Cell classes on the final placement:
Fill, decap, tap and diode cells in grey.
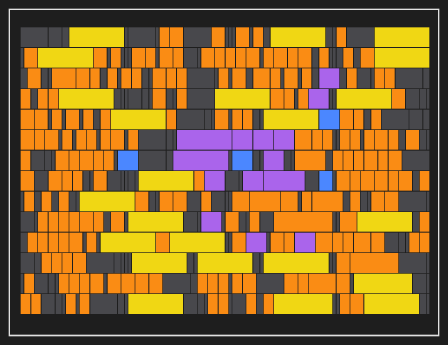
Where the registers sit:
Other sequential cells in the stronger grey, the rest of the logic in the fainter grey.
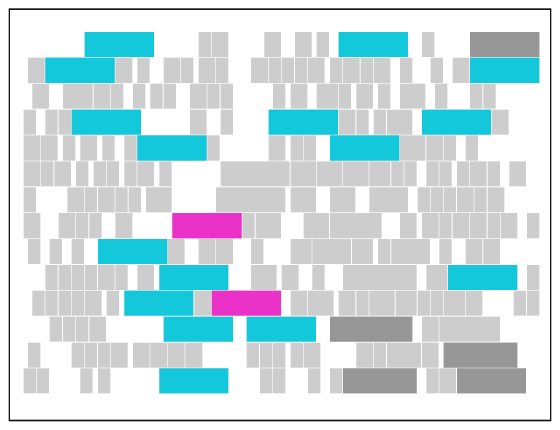
Wiring heat map:
The bar under the picture is 20 um long. 11 x 9 tiles, from black (low) to pale yellow (high), scaled to the fullest tile. Values are wire area over tile area, all layers added.
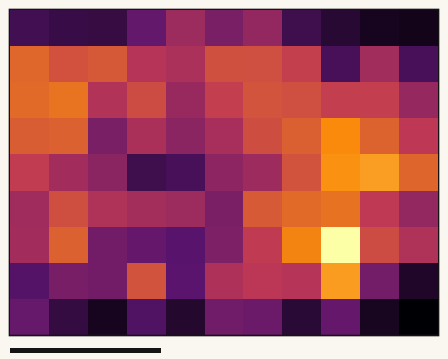
File: config.mk
export PLATFORM = sky130hd
export DESIGN_NAME = multiplexor_n_registrado
export DESIGN_NICKNAME = d
export VERILOG_FILES = /design/src/rtl/multiplexor_n_registrado.sv
export SDC_FILE = /design/constraint.sdc
export NUM_CORES = 1
export LEC_CHECK = 0
export ABC_AREA = 1
export CAP_MARGIN = 20
export CORE_ASPECT_RATIO = 0.75
export CORE_UTILIZATION = 60
export DETAILED_ROUTE_END_ITERATION = 8
export DONT_BUFFER_PORTS = 1
export PLACE_DENSITY = 0.76
export SYNTH_ARGS = -nofsm -noshare
export SYNTH_HDL_FRONTEND = slang
export SYNTH_SLANG_ARGS = --single-unit
File: constraint.sdc
create_clock -name clk -period 1.3 [get_ports clk]
set_input_delay 0.325 -clock clk [delete_from_list [all_inputs] [get_ports clk]]
set_output_delay 0.325 -clock clk [all_outputs]
set_load 0.02 [all_outputs]
File: src/rtl/multiplexor_n_registrado.sv
// Registered N-to-1 data selector with direct and channel-scan modes.
// Out-of-range direct selects hold the output and raise a sticky sel_error.
module multiplexor_n_registrado #(
  parameter int unsigned WIDTH = 16,
  parameter int unsigned N_IN  = 3,
  parameter int unsigned SEL_W = 2
) (
  input  logic                  clk,
  input  logic                  reset,
  input  logic [N_IN*WIDTH-1:0] dato_in,
  input  logic [SEL_W-1:0]      sel,
  input  logic                  modo,
  input  logic                  en,
  input  logic                  clr_error,
  output logic [WIDTH-1:0]      salida,
  output logic                  salida_valid,
  output logic [SEL_W-1:0]      canal_actual,
  output logic                  sel_error
);

  localparam logic [SEL_W-1:0] LastCh = SEL_W'(N_IN - 1);
  localparam logic [SEL_W:0]   NumCh  = (SEL_W + 1)'(N_IN);

  logic [WIDTH-1:0] salida_q, salida_d;
  logic             valid_q, valid_d;
  logic [SEL_W-1:0] canal_q, canal_d;
  logic             sel_error_q, sel_error_d;
  logic [SEL_W-1:0] ptr_q, ptr_d;
  logic             modo_prev_q;

  logic             entering;
  logic             sel_ok;
  logic             set_error;
  logic [SEL_W-1:0] idx;
  logic [WIDTH-1:0] dato_sel;

  always_comb begin
    entering  = modo & ~modo_prev_q;
    sel_ok    = ({1'b0, sel} < NumCh);
    idx       = modo ? (entering ? '0 : ptr_q) : sel;
    dato_sel  = '0;
    for (int unsigned k = 0; k < N_IN; k++) begin
      if (idx == SEL_W'(k)) dato_sel = dato_in[k*WIDTH +: WIDTH];
    end

    salida_d  = salida_q;
    canal_d   = canal_q;
    valid_d   = 1'b0;
    ptr_d     = ptr_q;
    set_error = 1'b0;

    if (modo) begin
      // A fresh entry into scan always restarts at channel 0, even without a capture.
      if (entering) ptr_d = '0;
      if (en) begin
        salida_d = dato_sel;
        canal_d  = idx;
        valid_d  = 1'b1;
        ptr_d    = (idx == LastCh) ? '0 : idx + 1'b1;
      end
    end else if (en) begin
      if (sel_ok) begin
        salida_d = dato_sel;
        canal_d  = idx;
        valid_d  = 1'b1;
      end else begin
        set_error = 1'b1;
      end
    end

    // Set has priority over clear.
    sel_error_d = set_error | (sel_error_q & ~clr_error);
  end

  always_ff @(posedge clk) begin
    if (reset) begin
      salida_q    <= '0;
      valid_q     <= 1'b0;
      canal_q     <= '0;
      sel_error_q <= 1'b0;
      ptr_q       <= '0;
      modo_prev_q <= 1'b0;
    end else begin
      salida_q    <= salida_d;
      valid_q     <= valid_d;
      canal_q     <= canal_d;
      sel_error_q <= sel_error_d;
      ptr_q       <= ptr_d;
      modo_prev_q <= modo;
    end
  end

  assign salida       = salida_q;
  assign salida_valid = valid_q;
  assign canal_actual = canal_q;
  assign sel_error    = sel_error_q;

endmodule

==> flow_metrics.py <==
# Physical implementation metrics
metrics = {
    "die": {
        "die_h_um": 43.1,
        "rows": 14,
        "ios": 75,
    },
    "grt": {
        "grt_pass1_vias": 1226,
        "grt_max_degree": 17,
        "grt.busiest_layer": "met2",
    },
    "place": {
        "gp_congestion": 0.738,
        "io_buffers": 0,
    },
    "clock_network": {
        "cts.repair.resized": 0,
        "clock-root-buffer": "clkbuf_4",
        "cts_setup_buffers": 0,
        "numClockSinks": 23,
    },
    "final_layout": {
        "clkCellAreaFrac": 0.0180,
        "inv_count": 37,
        "lay_top_cells": "nand2_1, inv_1, nand3_1",
        "largest_cell_class": "combinational gates",
    },
    "min_path": {
        "holdPathEnd": "modo_prev_q$_SDFF_PP0_",
        "min_path_cells": 1,
    },
    "sta": {
        "worst_pin_slew_ns": 0.341,
        "timing.final.crit_share": 0.961,
        "clock_skew_ns": 0.00727,
        "max_freq_mhz": 801,
    },
    "synthesis": {
        "synth_area_um2": 1350,
        "top_area_cell": "dfxtp_1",
        "synth_cells": 221,
        "ff_type": "dfxtp_1",
        "ys_sh_simple": 0.340,
        "adder_share": 0,
        "synth.area.mux_share": 0,
        "ys_sh_aoi": 0.173,
        "yosys_cells": 221,
    },
    "job": {
        "warning_count": 27,
        "drv_cap": 0,
    },
    "critical_path": {
        "crit_fanout": 5,
        "critPathLaunch": "modo_prev_q$_SDFF_PP0_",
        "crit_path_start_kind": "flop",
    },
    "power_and_ir_drop": {
        "clock_power_share": 0.224,
        "pg_comb_w": 0.000329,
        "maxPowerGroup": "sequential cells",
    },
    "outcome": {
        "violations": "DRC",
        "status": "finished, violations left",
    },
    "route": {
        "drc": 10,
    },
}
About 'cell classes on the final placement':
legend:
  clock drivers and dummy loads:
    colour: blue
    cells: 4
    share_of_their_area: 1.8%
  combinational and other logic:
    colour: orange
    cells: 188
    share_of_their_area: 58%
  remaining buffers and delay cells:
    colour: purple
    cells: 14
    share_of_their_area: 9.2%
  sequential cells:
    colour: yellow
    cells: 23
    share_of_their_area: 31%
post-route design area: 1530 um^2
Core Area: 2070 um^2
fraction of area in registers: 0.305

About 'where the registers sit':
legend:
  salida:
    colour: cyan
    placed_flops: 16
    where: all over the die
  canal_actual:
    colour: magenta
    placed_flops: 2
not coloured: 5
Flop area: 467 um^2
Core Util, Final: 0.741
sequential power: 0.000846 W

About 'wiring heat map':
mean over tiles: 0.23
tiles over half the peak: 38%
fullest tile: 0.55
nearly empty tiles: 1.0%
densest ninth of the die: middle right
DR WL/cell: 13.3 um
WL final: 3370 um
total vias in the final route: 1417
Tot GR Track Use: 0.283

-- critical path, cell delays in order (launching register included) --
cell and delay (ns):
dfxtp_4 0.40, nand3_4 0.08, nand2_4 0.10, buf_4 0.11
buf_4 0.11, nand3_1 0.07, nand2_1 0.08, nand2_1 0.08
a21oi_1 0.15
-- through the flow --
stage / utilization / worst slack (ns) / hold slack [ns] / area (um^2) / std cells
floorplan: - / 0.0929 / 0.394 / 1350 / 221
finish: 0.741 / 0.0511 / 0.0490 / 1530 / 253
detailed placement: 0.696 / 0.0307 / 0.398 / 1440 / 247
global placement: 0.696 / 0.0744 / 0.396 / 1440 / 247
CTS: 0.709 / 0.0154 / 0.0533 / 1470 / 251
global route: 0.741 / -0.0241 / 0.0274 / 1530 / 253
Power is estimated from default activity; no workload was simulated.
